--- config.mk ---
export PLATFORM = sky130hd
export DESIGN_NAME = fifo_cell_controller
export DESIGN_NICKNAME = d
export VERILOG_FILES = /design/src/rtl/fifo_cell_controller_pkg.sv /design/src/rtl/fifo_cell_controller_token_ring.sv /design/src/rtl/fifo_cell_controller.sv
export SDC_FILE = /design/constraint.sdc
export NUM_CORES = 1
export LEC_CHECK = 0
export CELL_PAD_IN_SITES_DETAIL_PLACEMENT = 0
export CELL_PAD_IN_SITES_GLOBAL_PLACEMENT = 1
export CORE_ASPECT_RATIO = 0.75
export CORE_UTILIZATION = 37
export CTS_BUF_LIST = sky130_fd_sc_hd__clkbuf_8
export DETAILED_ROUTE_END_ITERATION = 16
export PLACE_DENSITY = 0.92
export SLEW_MARGIN = 15
export SYNTH_ARGS = -nofsm -noshare
export SYNTH_HDL_FRONTEND = slang
export SYNTH_SLANG_ARGS = --single-unit
--- constraint.sdc ---
create_clock -name clk -period 4.9 [get_ports clk]
set_input_delay 1.47 -clock clk [delete_from_list [all_inputs] [get_ports clk]]
set_output_delay 1.47 -clock clk [all_outputs]
set_load 0.1 [all_outputs]
--- src/rtl/fifo_cell_controller_pkg.sv ---
// Shared constants and helpers for the FIFO cell controller and its token rings.
package fifo_cell_controller_pkg;

  // Widest ring supported by the rotate helper.
  localparam int unsigned MAX_CELLS = 64;

  // One-hot token pointing at cell 0.
  localparam logic [MAX_CELLS-1:0] TOKEN_INIT = 64'd1;

  // Bits needed to hold an occupancy count from 0 to n inclusive.
  function automatic int unsigned count_w(input int unsigned n);
    return $clog2(n + 1);
  endfunction

  // Rotate an n-bit one-hot token one position toward the higher index, wrapping to 0.
  function automatic logic [MAX_CELLS-1:0] rotate_token(input logic [MAX_CELLS-1:0] tok,
                                                        input int unsigned n);
    logic [MAX_CELLS-1:0] mask;
    mask = (n >= MAX_CELLS) ? {MAX_CELLS{1'b1}} : ((64'd1 << n) - 64'd1);
    return ((tok << 1) | (tok >> (n - 1))) & mask;
  endfunction

endpackage

--- src/rtl/fifo_cell_controller_token_ring.sv ---
// One-hot token rotator: advances one cell per accepted operation, resets to cell 0.
module token_ring
  import fifo_cell_controller_pkg::*;
#(
  parameter int unsigned N_CELLS = 16
) (
  input  logic               clk,
  input  logic               reset,
  input  logic               advance,
  output logic [N_CELLS-1:0] token
);

  // Token register: reset to cell 0, rotate on advance.
  always_ff @(posedge clk) begin
    if (reset) begin
      token <= N_CELLS'(TOKEN_INIT);
    end else if (advance) begin
      token <= N_CELLS'(rotate_token(MAX_CELLS'(token), N_CELLS));
    end
  end

endmodule

--- src/rtl/fifo_cell_controller.sv ---
// Sequences put/get access over a ring of FIFO cells and tracks occupancy.
module fifo_cell_controller
  import fifo_cell_controller_pkg::*;
#(
  parameter int unsigned N_CELLS = 16
) (
  input  logic                             clk,
  input  logic                             reset,
  input  logic                             put_req,
  input  logic                             get_req,
  output logic                             put_ack,
  output logic                             get_ack,
  output logic [N_CELLS-1:0]               we_o,
  output logic [N_CELLS-1:0]               re_o,
  output logic [N_CELLS-1:0]               e_o,
  output logic                             full,
  output logic                             empty,
  output logic [count_w(N_CELLS)-1:0]      count,
  output logic                             overflow,
  output logic                             underflow
);

  localparam int unsigned CW = count_w(N_CELLS);

  logic [N_CELLS-1:0] put_token;
  logic [N_CELLS-1:0] get_token;
  logic [N_CELLS-1:0] e_next;

  token_ring #(.N_CELLS(N_CELLS)) u_put_ring (
    .clk     (clk),
    .reset   (reset),
    .advance (put_ack),
    .token   (put_token)
  );

  token_ring #(.N_CELLS(N_CELLS)) u_get_ring (
    .clk     (clk),
    .reset   (reset),
    .advance (get_ack),
    .token   (get_token)
  );

  // Handshake and cell enables; everything is suppressed while reset is held.
  always_comb begin
    put_ack = put_req & ~full & ~reset;
    get_ack = get_req & ~empty & ~reset;
    we_o    = {N_CELLS{put_ack}} & put_token;
    re_o    = {N_CELLS{get_ack}} & get_token;
    // Put and get tokens never point at the same cell while both are acked,
    // since one targets a free cell and the other an occupied one.
    e_next  = (e_o & ~we_o) | re_o;
  end

  // Occupancy, flags and refused-request pulses.
  always_ff @(posedge clk) begin
    if (reset) begin
      e_o       <= {N_CELLS{1'b1}};
      empty     <= 1'b1;
      full      <= 1'b0;
      count     <= '0;
      overflow  <= 1'b0;
      underflow <= 1'b0;
    end else begin
      e_o       <= e_next;
      empty     <= &e_next;
      full      <= ~|e_next;
      overflow  <= put_req & ~put_ack;
      underflow <= get_req & ~get_ack;
      unique case ({put_ack, get_ack})
        2'b10:   count <= count + CW'(1);
        2'b01:   count <= count - CW'(1);
        default: count <= count;
      endcase
    end
  end

endmodule

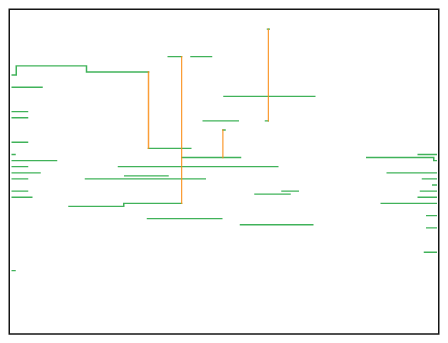
*Signal wires by layer*
Two of the layers only.
legend:
  met4:
    color: orange
    wire_length: 76.2 um
  met3:
    color: green
    wire_length: 346 um
Routed WL per cell: 13.9 um
via count: 2094

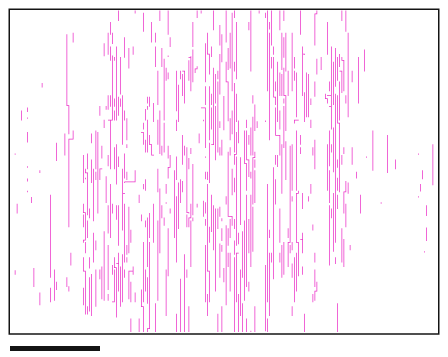
*Met2 routing*
Scale bar: 20 um.
nets with wire on the layer: 304
share of all routed wire: 45%
main direction: vertical
wire length on this layer: 2690 um
longest straight run: 33.0 um
drt total wl: 5.99 mm
met2 usage: 27.9%

==> impl_metrics.json <==
{
  "met3_length_um": 345,
  "cts_buffers": 9,
  "p_seq_share_pct": 45.8,
  "die_area_mm2": 0.00685,
  "worstSetupPathType": "input pin to output pin",
  "track_usage_pct": 19.1,
  "cpPeakStageDelay_ns": 0.48,
  "pg_seq_uw": 476,
  "avgSynthCellArea_um2": 8.62,
  "xor_share_pct": 1.82,
  "cap_violations": 0,
  "slew_violations": 0,
  "dp_slack_ns": 0.379,
  "grt-ovfl-total": 0,
  "critPathCaptureType": "output pin",
  "root_buffer": "clkbuf_8",
  "common_cells": "dfxtp_1, nand2_1, a21oi_1",
  "finalCriticalPeriod_ns": 4.53,
  "timing.rr.end": "count[4]$_SDFFE_PP0P_",
  "yosysTopAreaCell": "dfxtp_1",
  "htreeDepth": 3,
  "tap_cells": 81,
  "synth_area_mm2": 0.00241,
  "largestClassByArea": "sequential cells",
  "reg2reg_from": "full$_SDFF_PP0_",
  "cts_hold_repair.buffers": 0,
  "floorplan.nets": 288,
  "whs_path_depth": 2,
  "tns_ns": 0,
  "clockNetworkAreaShare_pct": 5.79,
  "drc": 0,
  "area_delta_synth_final_pct": 50.6,
  "drive_above_1_share_pct": 20.6,
  "wl_met1_mm": 2.88,
  "grt_first_pass_wirelength_mm": 9.69,
  "combGateArea_mm2": 0.00104,
  "startpoint": "get_req",
  "flop_area_mm2": 0.00114,
  "grt_pass1_vias": 1974,
  "critPathLaunchType": "input pin",
  "signal_buffers": 69,
  "fin_hold_ws_ns": 0.452,
  "nonClkBufAreaFrac_pct": 27.8,
  "min_period_over_period_pct": 92.4,
  "use_met3_pct": 8.28,
  "p_comb_uw": 101,
  "yosys_area_mm2": 0.00241,
  "layout_top_cell": "dfxtp_1",
  "logic_gates": 174,
  "cpLargestDelayFamily": "buffers and inverters",
  "fmax_ghz": 0.221,
  "worstHoldPathType": "flop to flop",
  "n_clock_buffer": 9,
  "rsz0062_at_grt": "false",
  "top_usage_layer": "met2",
  "synthCells": 280,
  "detail-route-antenna-nets": 0,
  "fin_ws_ns": 0.372,
  "status": "finished clean",
  "sh_comb_area_pct": 28.7,
  "switchingPower_uw": 257,
  "top_layer": "met4",
  "max_slew_margin_pct": 33.6,
  "setup_violations": 0,
  "clockBufferDepth": 2,
  "crit_cells": 6,
  "path_max_fanout": 25,
  "r2r_slack_ns": 1.93,
  "switching_share_pct": 24.8,
  "diodes": 0,
  "synth-compound-area-share_pct": 14.8,
  "fp-row-count": 25,
  "ir_drop_mv": 0.162,
  "r2r_cells": 10
}
